### src/rtl/ps2_pkg.sv
// rtl/ps2_pkg.sv - shared types and constants for the PS/2 keyboard receiver
package ps2_pkg;

  typedef enum logic [1:0] {
    IDLE,
    DATA,
    PARITY,
    STOP
  } ps2_state_t;

  typedef struct packed {
    logic       ext;
    logic       brk;
    logic [7:0] code;
  } key_event_t;

  localparam logic [7:0] PS2_PREFIX_EXT = 8'hE0;
  localparam logic [7:0] PS2_PREFIX_BRK = 8'hF0;

endpackage

### src/rtl/ps2_keyboard_rx_if.sv
// rtl/ps2_keyboard_rx_if.sv - key event valid/ready pop interface
interface ps2_keyboard_rx_if;
  logic       key_valid;
  logic       key_ready;
  logic [7:0] key_code;
  logic       key_brk;
  logic       key_ext;

  modport master (
    output key_valid,
    output key_code,
    output key_brk,
    output key_ext,
    input  key_ready
  );

  modport slave (
    input  key_valid,
    input  key_code,
    input  key_brk,
    input  key_ext,
    output key_ready
  );
endinterface

### src/rtl/ps2_event_fifo.sv
// rtl/ps2_event_fifo.sv - first-word-fall-through FIFO of key events
module ps2_event_fifo
  import ps2_pkg::*;
#(
  parameter int DEPTH = 4
) (
  input  logic       clk_in,
  input  logic       reset_btn,
  input  logic       push_i,
  input  key_event_t push_data_i,
  input  logic       pop_i,
  output key_event_t head_o,
  output logic       full_o,
  output logic       empty_o
);

  localparam int AW = $clog2(DEPTH);

  logic [AW:0] wr_ptr_q, wr_ptr_d;
  logic [AW:0] rd_ptr_q, rd_ptr_d;
  key_event_t  mem_q [DEPTH];
  logic        do_push, do_pop;

  // Extra pointer MSB distinguishes full from empty when the low bits match.
  assign empty_o = (wr_ptr_q == rd_ptr_q);
  assign full_o  = (wr_ptr_q[AW] != rd_ptr_q[AW]) && (wr_ptr_q[AW-1:0] == rd_ptr_q[AW-1:0]);
  assign do_pop  = pop_i && !empty_o;
  assign do_push = push_i && (!full_o || do_pop);
  assign head_o  = mem_q[rd_ptr_q[AW-1:0]];

  always_comb begin
    wr_ptr_d = wr_ptr_q;
    rd_ptr_d = rd_ptr_q;
    if (do_push) wr_ptr_d = wr_ptr_q + 1'b1;
    if (do_pop)  rd_ptr_d = rd_ptr_q + 1'b1;
  end

  always_ff @(posedge clk_in or posedge reset_btn) begin
    if (reset_btn) begin
      wr_ptr_q <= '0;
      rd_ptr_q <= '0;
    end else begin
      wr_ptr_q <= wr_ptr_d;
      rd_ptr_q <= rd_ptr_d;
    end
  end

  always_ff @(posedge clk_in) begin
    if (do_push) mem_q[wr_ptr_q[AW-1:0]] <= push_data_i;
  end

endmodule

### src/rtl/ps2_keyboard_rx.sv
// rtl/ps2_keyboard_rx.sv - PS/2 set-2 keyboard receiver; PS2_PARITY_CHECK_EN enables parity rejection
module ps2_keyboard_rx
  import ps2_pkg::*;
#(
  parameter int FILTER_LEN     = 8,
  parameter int TIMEOUT_CYCLES = 200_000,
  parameter int FIFO_DEPTH     = 4
) (
  input  logic              clk_in,
  input  logic              reset_btn,
  input  logic              ps2_clock,
  input  logic              ps2_data,
  ps2_keyboard_rx_if.master key_if,
  output logic              frame_err,
  output logic              overflow
);

  localparam int CW = $clog2(FILTER_LEN) + 1;
  localparam int TW = $clog2(TIMEOUT_CYCLES + 1);

  logic          clk_s1_q, clk_s2_q, dat_s1_q, dat_s2_q;
  logic          clk_filt_q, clk_filt_d;
  logic [CW-1:0] filt_cnt_q, filt_cnt_d;
  logic          fall;

  ps2_state_t    state_q, state_d;
  logic [2:0]    bit_cnt_q, bit_cnt_d;
  logic [7:0]    shift_q, shift_d;
  logic [TW-1:0] tmo_q, tmo_d;
  logic          ext_q, ext_d, brk_q, brk_d;
  logic          frame_err_q, frame_err_d;
  logic          overflow_q, overflow_d;
  logic          push;
  key_event_t    push_ev, head_ev;
  logic          fifo_full, fifo_empty, pop;
  logic          parity_ok;

`ifdef PS2_PARITY_CHECK_EN
  logic par_q, par_d;
  assign parity_ok = ^{shift_q, par_q};
`else
  assign parity_ok = 1'b1;
`endif

  // Filtered clock follows the synchronised clock only after FILTER_LEN consecutive disagreeing samples.
  always_comb begin
    clk_filt_d = clk_filt_q;
    filt_cnt_d = '0;
    if (clk_s2_q != clk_filt_q) begin
      if (filt_cnt_q == CW'(FILTER_LEN - 1)) clk_filt_d = clk_s2_q;
      else filt_cnt_d = filt_cnt_q + 1'b1;
    end
  end

  assign fall = clk_filt_q && !clk_filt_d;

  always_comb begin
    state_d     = state_q;
    bit_cnt_d   = bit_cnt_q;
    shift_d     = shift_q;
    tmo_d       = tmo_q;
    ext_d       = ext_q;
    brk_d       = brk_q;
    frame_err_d = 1'b0;
    push        = 1'b0;
    push_ev     = '0;
`ifdef PS2_PARITY_CHECK_EN
    par_d       = par_q;
`endif

    if (state_q == IDLE || fall) tmo_d = '0;
    else                         tmo_d = tmo_q + 1'b1;

    if (fall) begin
      case (state_q)
        IDLE: begin
          if (!dat_s2_q) begin
            state_d   = DATA;
            bit_cnt_d = '0;
          end else begin
            frame_err_d = 1'b1;
          end
        end
        DATA: begin
          shift_d   = {dat_s2_q, shift_q[7:1]};
          bit_cnt_d = bit_cnt_q + 3'd1;
          if (bit_cnt_q == 3'd7) state_d = PARITY;
        end
        PARITY: begin
`ifdef PS2_PARITY_CHECK_EN
          par_d = dat_s2_q;
`endif
          state_d = STOP;
        end
        STOP: begin
          state_d = IDLE;
          if (dat_s2_q && parity_ok) begin
            if (shift_q == PS2_PREFIX_EXT) begin
              ext_d = 1'b1;
            end else if (shift_q == PS2_PREFIX_BRK) begin
              brk_d = 1'b1;
            end else begin
              push    = 1'b1;
              push_ev = '{ext: ext_q, brk: brk_q, code: shift_q};
              ext_d   = 1'b0;
              brk_d   = 1'b0;
            end
          end else begin
            frame_err_d = 1'b1;
          end
        end
        default: state_d = IDLE;
      endcase
    end else if (state_q != IDLE && tmo_q >= TW'(TIMEOUT_CYCLES)) begin
      state_d     = IDLE;
      frame_err_d = 1'b1;
    end

    // A broken frame leaves any half-seen prefix sequence meaningless.
    if (frame_err_d) begin
      ext_d = 1'b0;
      brk_d = 1'b0;
    end
  end

  assign pop        = key_if.key_valid && key_if.key_ready;
  assign overflow_d = push && fifo_full && !pop;

  always_ff @(posedge clk_in or posedge reset_btn) begin
    if (reset_btn) begin
      clk_s1_q    <= 1'b1;
      clk_s2_q    <= 1'b1;
      dat_s1_q    <= 1'b1;
      dat_s2_q    <= 1'b1;
      clk_filt_q  <= 1'b1;
      filt_cnt_q  <= '0;
      state_q     <= IDLE;
      bit_cnt_q   <= '0;
      shift_q     <= '0;
      tmo_q       <= '0;
      ext_q       <= 1'b0;
      brk_q       <= 1'b0;
      frame_err_q <= 1'b0;
      overflow_q  <= 1'b0;
`ifdef PS2_PARITY_CHECK_EN
      par_q       <= 1'b0;
`endif
    end else begin
      clk_s1_q    <= ps2_clock;
      clk_s2_q    <= clk_s1_q;
      dat_s1_q    <= ps2_data;
      dat_s2_q    <= dat_s1_q;
      clk_filt_q  <= clk_filt_d;
      filt_cnt_q  <= filt_cnt_d;
      state_q     <= state_d;
      bit_cnt_q   <= bit_cnt_d;
      shift_q     <= shift_d;
      tmo_q       <= tmo_d;
      ext_q       <= ext_d;
      brk_q       <= brk_d;
      frame_err_q <= frame_err_d;
      overflow_q  <= overflow_d;
`ifdef PS2_PARITY_CHECK_EN
      par_q       <= par_d;
`endif
    end
  end

  ps2_event_fifo #(
    .DEPTH(FIFO_DEPTH)
  ) u_fifo (
    .clk_in     (clk_in),
    .reset_btn  (reset_btn),
    .push_i     (push),
    .push_data_i(push_ev),
    .pop_i      (pop),
    .head_o     (head_ev),
    .full_o     (fifo_full),
    .empty_o    (fifo_empty)
  );

  assign key_if.key_valid = !fifo_empty;
  assign key_if.key_code  = fifo_empty ? 8'h00 : head_ev.code;
  assign key_if.key_brk   = !fifo_empty && head_ev.brk;
  assign key_if.key_ext   = !fifo_empty && head_ev.ext;
  assign frame_err        = frame_err_q;
  assign overflow         = overflow_q;

endmodule

### src/flat_wrapper.sv
// flat-port wrapper written by rule: the top's interface ports become plain ports
module ps2_keyboard_rx_flat import ps2_pkg::*;
#(
  parameter int FILTER_LEN     = 8,
  parameter int TIMEOUT_CYCLES = 200_000,
  parameter int FIFO_DEPTH     = 4
)
  (clk_in, reset_btn, ps2_clock, ps2_data, frame_err, overflow, key_if_key_valid, key_if_key_code, key_if_key_brk, key_if_key_ext, key_if_key_ready);
  ps2_keyboard_rx_if key_if_i ();
  input  logic clk_in;
  input  logic reset_btn;
  input  logic ps2_clock;
  input  logic ps2_data;
  output logic frame_err;
  output logic overflow;
  output wire logic [$bits(key_if_i.key_valid)-1:0] key_if_key_valid;
  output wire logic [$bits(key_if_i.key_code)-1:0] key_if_key_code;
  output wire logic [$bits(key_if_i.key_brk)-1:0] key_if_key_brk;
  output wire logic [$bits(key_if_i.key_ext)-1:0] key_if_key_ext;
  input wire logic [$bits(key_if_i.key_ready)-1:0] key_if_key_ready;
  assign key_if_key_valid = key_if_i.key_valid;
  assign key_if_key_code = key_if_i.key_code;
  assign key_if_key_brk = key_if_i.key_brk;
  assign key_if_key_ext = key_if_i.key_ext;
  assign key_if_i.key_ready = key_if_key_ready;
  ps2_keyboard_rx #(.FILTER_LEN(FILTER_LEN), .TIMEOUT_CYCLES(TIMEOUT_CYCLES), .FIFO_DEPTH(FIFO_DEPTH)) u_core (.clk_in(clk_in), .reset_btn(reset_btn), .ps2_clock(ps2_clock), .ps2_data(ps2_data), .key_if(key_if_i), .frame_err(frame_err), .overflow(overflow));
endmodule
### config.mk
export PLATFORM = sky130hd
export DESIGN_NAME = ps2_keyboard_rx_flat
export DESIGN_NICKNAME = d
export VERILOG_FILES = /design/src/rtl/ps2_pkg.sv /design/src/rtl/ps2_keyboard_rx_if.sv /design/src/rtl/ps2_event_fifo.sv /design/src/rtl/ps2_keyboard_rx.sv /design/src/flat_wrapper.sv
export SDC_FILE = /design/constraint.sdc
export NUM_CORES = 1
export LEC_CHECK = 0
export CAP_MARGIN = 20
export CELL_PAD_IN_SITES_DETAIL_PLACEMENT = 0
export CELL_PAD_IN_SITES_GLOBAL_PLACEMENT = 1
export CORE_MARGIN = 4
export CORE_UTILIZATION = 26
export DETAILED_ROUTE_END_ITERATION = 7
export PLACE_DENSITY = 0.46
export REMOVE_ABC_BUFFERS = 1
export SYNTH_ARGS = -nofsm -noshare
export SYNTH_HDL_FRONTEND = slang
export SYNTH_HIERARCHICAL = 1
export SYNTH_SLANG_ARGS = --single-unit
### constraint.sdc
create_clock -name clk_in -period 5.6 [get_ports clk_in]
set_clock_uncertainty 0.05 [all_clocks]
set_input_delay 0.84 -clock clk_in [delete_from_list [all_inputs] [get_ports clk_in]]
set_output_delay 0.84 -clock clk_in [all_outputs]
set_load 0.02 [all_outputs]
==> flow_metrics.tcl <==
# implementation run metrics
set metrics [dict create \
    outcome "complete, no violations" \
    netlist.area_leader.share 0.292 \
    grt_pass1_wl_um 12700 \
    slew_headroom 0.426 \
    synth-edff-count 40 \
    wl_per_cell_um 14.1 \
    antenna_found_initial 0 \
    drt_iter0_drc 109 \
    fmaxAchievable_ghz 0.284 \
    drt_pass1_iterations 4 \
    use_met1 0.120 \
    grt-ovfl-total 0 \
    clock_latency_ns 0.34 \
    postCtsSetupBuffers 0 \
    hold_buffers 0 \
    globalRouteTotalUtil 0.0907 \
    path_cells "xor2_2, nor3_1, buf_4, nor2b_1, clkdlybuf4s50_1" \
    crit-reg2reg-launch "u_core/u_fifo/rd_ptr_q[0]$_DFFE_PP0P_" \
    drive_gt1_frac 0.159 \
    clockRootBuffer "clkbuf_16" \
    postSynthSeqShare 0.598 \
    met2WireLength_um 3430 \
    vias_per_cell 4.35 \
    cp.required_ns 4.71 \
    dieHeight_um 134 \
    grt_max_degree 45 \
    nFillCells 1523 \
    reg2reg_to "u_core/u_fifo/mem_q[1][7]$_DFFE_PP_" \
    fin_crit_ns 3.53 \
    dieArea_sq_um 17900 \
    reg2reg_slack_ns 2.44 \
    critical-path-max-stage-delay_ns 0.87 \
]
-- logic make-up after synthesis --
kind of cell               count (synthesis)  share of synthesized area
buffers and inverters                     23                     0.0225
AOI/OAI and AO/OA                         32                     0.0615
xor gates and xnor gates                  23                     0.0527
adders and majority gates                 14                     0.0426
and+or+nand+nor                           98                      0.139
DFF                                       90                      0.598
muxes                                     20                     0.0831
-- worst min path at each step --
stage | from | endpoint | slack, ns | cells past startpoint
4_1_cts | u_core/clk_s1_q$_DFF_PP1_ | u_core/clk_s2_q$_DFF_PP1_ | 0.31 | 0
3_5_place_dp | u_core/clk_s1_q$_DFF_PP1_ | u_core/clk_s2_q$_DFF_PP1_ | 0.30 | 0
5_1_grt | u_core/dat_s1_q$_DFF_PP1_ | u_core/dat_s2_q$_DFF_PP1_ | 0.31 | 0
2_1_floorplan | u_core/clk_s1_q$_DFF_PP1_ | u_core/clk_s2_q$_DFF_PP1_ | 0.30 | 0
6_report | u_core/dat_s1_q$_DFF_PP1_ | u_core/dat_s2_q$_DFF_PP1_ | 0.31 | 0
3_3_place_gp | u_core/clk_s1_q$_DFF_PP1_ | u_core/clk_s2_q$_DFF_PP1_ | 0.30 | 0
-- power breakdown --
group | total (mW) | internal, mW | switching, mW
Combinational | 0.0441 | 0.0198 | 0.0242
Clock | 0.659 | 0.396 | 0.263
Sequential | 0.712 | 0.702 | 0.00961
Total | 1.41 | 1.12 | 0.297
-- flip-flops by register name, summed over array words and instances (netlist names), 2 cells and up --
| signal | count |
|---|---|
| u_core/u_fifo/wr_ptr_q | 3 |
| u_core/filt_cnt_q | 4 |
| u_core/tmo_q | 18 |
| u_core/u_fifo/mem_q | 40 |
| u_core/u_fifo/rd_ptr_q | 3 |
| u_core/bit_cnt_q | 3 |
| u_core/state_q | 2 |
| u_core/shift_q | 8 |
-- cell type report --
class | count | area, sq um | area share
Sequential cell | 90 | 2460 | 0.505
Tap cell | 211 | 264 | 0.0542
Inverter | 16 | 60.1 | 0.0123
Clock inverter | 6 | 97.6 | 0.0200
Clock buffer | 9 | 225 | 0.0462
Timing Repair Buffer | 19 | 205 | 0.0421
Multi-Input combinational cell | 187 | 1560 | 0.320
-- Yosys cell counts (all sizes together) (2+ instances only) --
library cell	number
or4	2
clkbuf	2
o21ai	6
xnor2	16
nand4	5
buf	5
o2bb2ai	3
o41ai	2
or3	4
nor4	5
nor2b	13
nand2	8
o31ai	3
and3	7
nand4b	2
o21a	3
inv	16
dfrtp	45
ha	14
nor3	6
a21oi	5
o221a	2
and3b	2
nand3	7
xor2	7
nor2	21
mux2	10
mux4	10
a32o	2
dfstp	5
and2	11
edfxtp	40
-- stage by stage --
stage,hold slack (ns),utilization,instances,worst slack (ns),area (sq um)
5_1_grt,0.309,0.317,538,1.81,4870
3_5_place_dp,0.297,0.294,522,2.38,4520
3_3_place_gp,0.298,0.294,522,2.39,4520
2_1_floorplan,0.295,-,293,2.41,4080
6_report,0.305,0.317,538,2.07,4870
4_1_cts,0.307,0.315,537,2.00,4840
-- critical path, delay by kind of cell (launching register included) --
family        cells  cell delay (ns)
flops             1             0.87
buf+inv           2             0.80
simple gates      2             0.22
xor+xnor          1             0.40
**Cell density map**

13 x 13 tiles, from dark blue (low) to red (high), 0 to 100% covered.
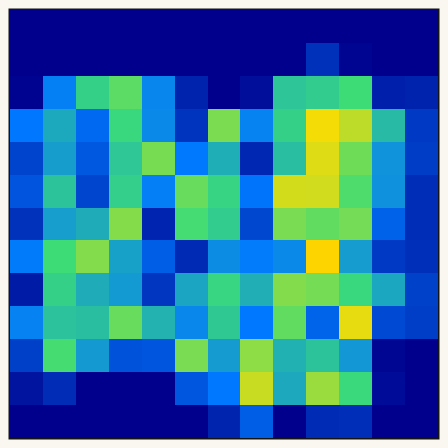
fullest tile: 76%
densest ninth of the die: east
mean over tiles: 26%
nearly empty tiles: 25%
tiles over 75% full: 0.60%
emptiest ninth of the die: north

**Gate families picked out**

Bar = 50 um.
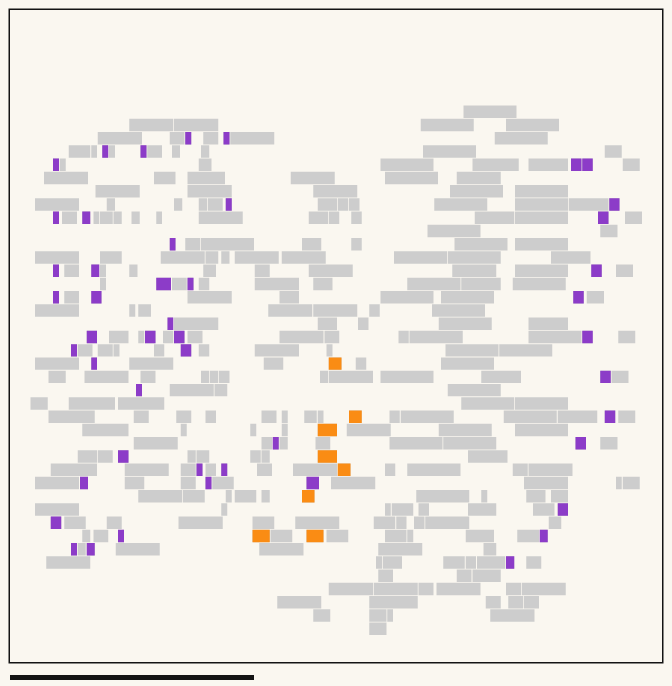
legend:
  orange:
    family: AND-OR and OR-AND gates
    cells: 8
    most_used: o21a_1
  purple:
    family: NOR gates
    cells: 47
    most_used: nor2_1

**Routed metal, one color a layer**

Bar = 50 um.
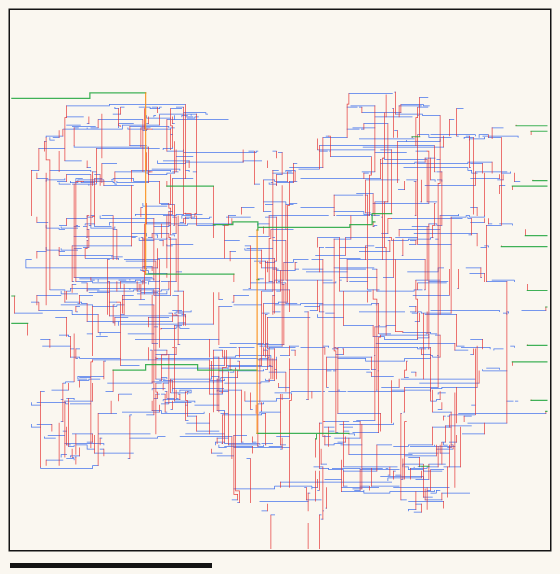
legend:
  green:
    layer: metal 3
    wire_length: 253 um
  orange:
    layer: metal 4
    wire_length: 95.2 um
  blue:
    layer: metal 1
    wire_length: 3800 um
  red:
    layer: metal 2
    wire_length: 3430 um

Power and IR drop assume default switching activity.
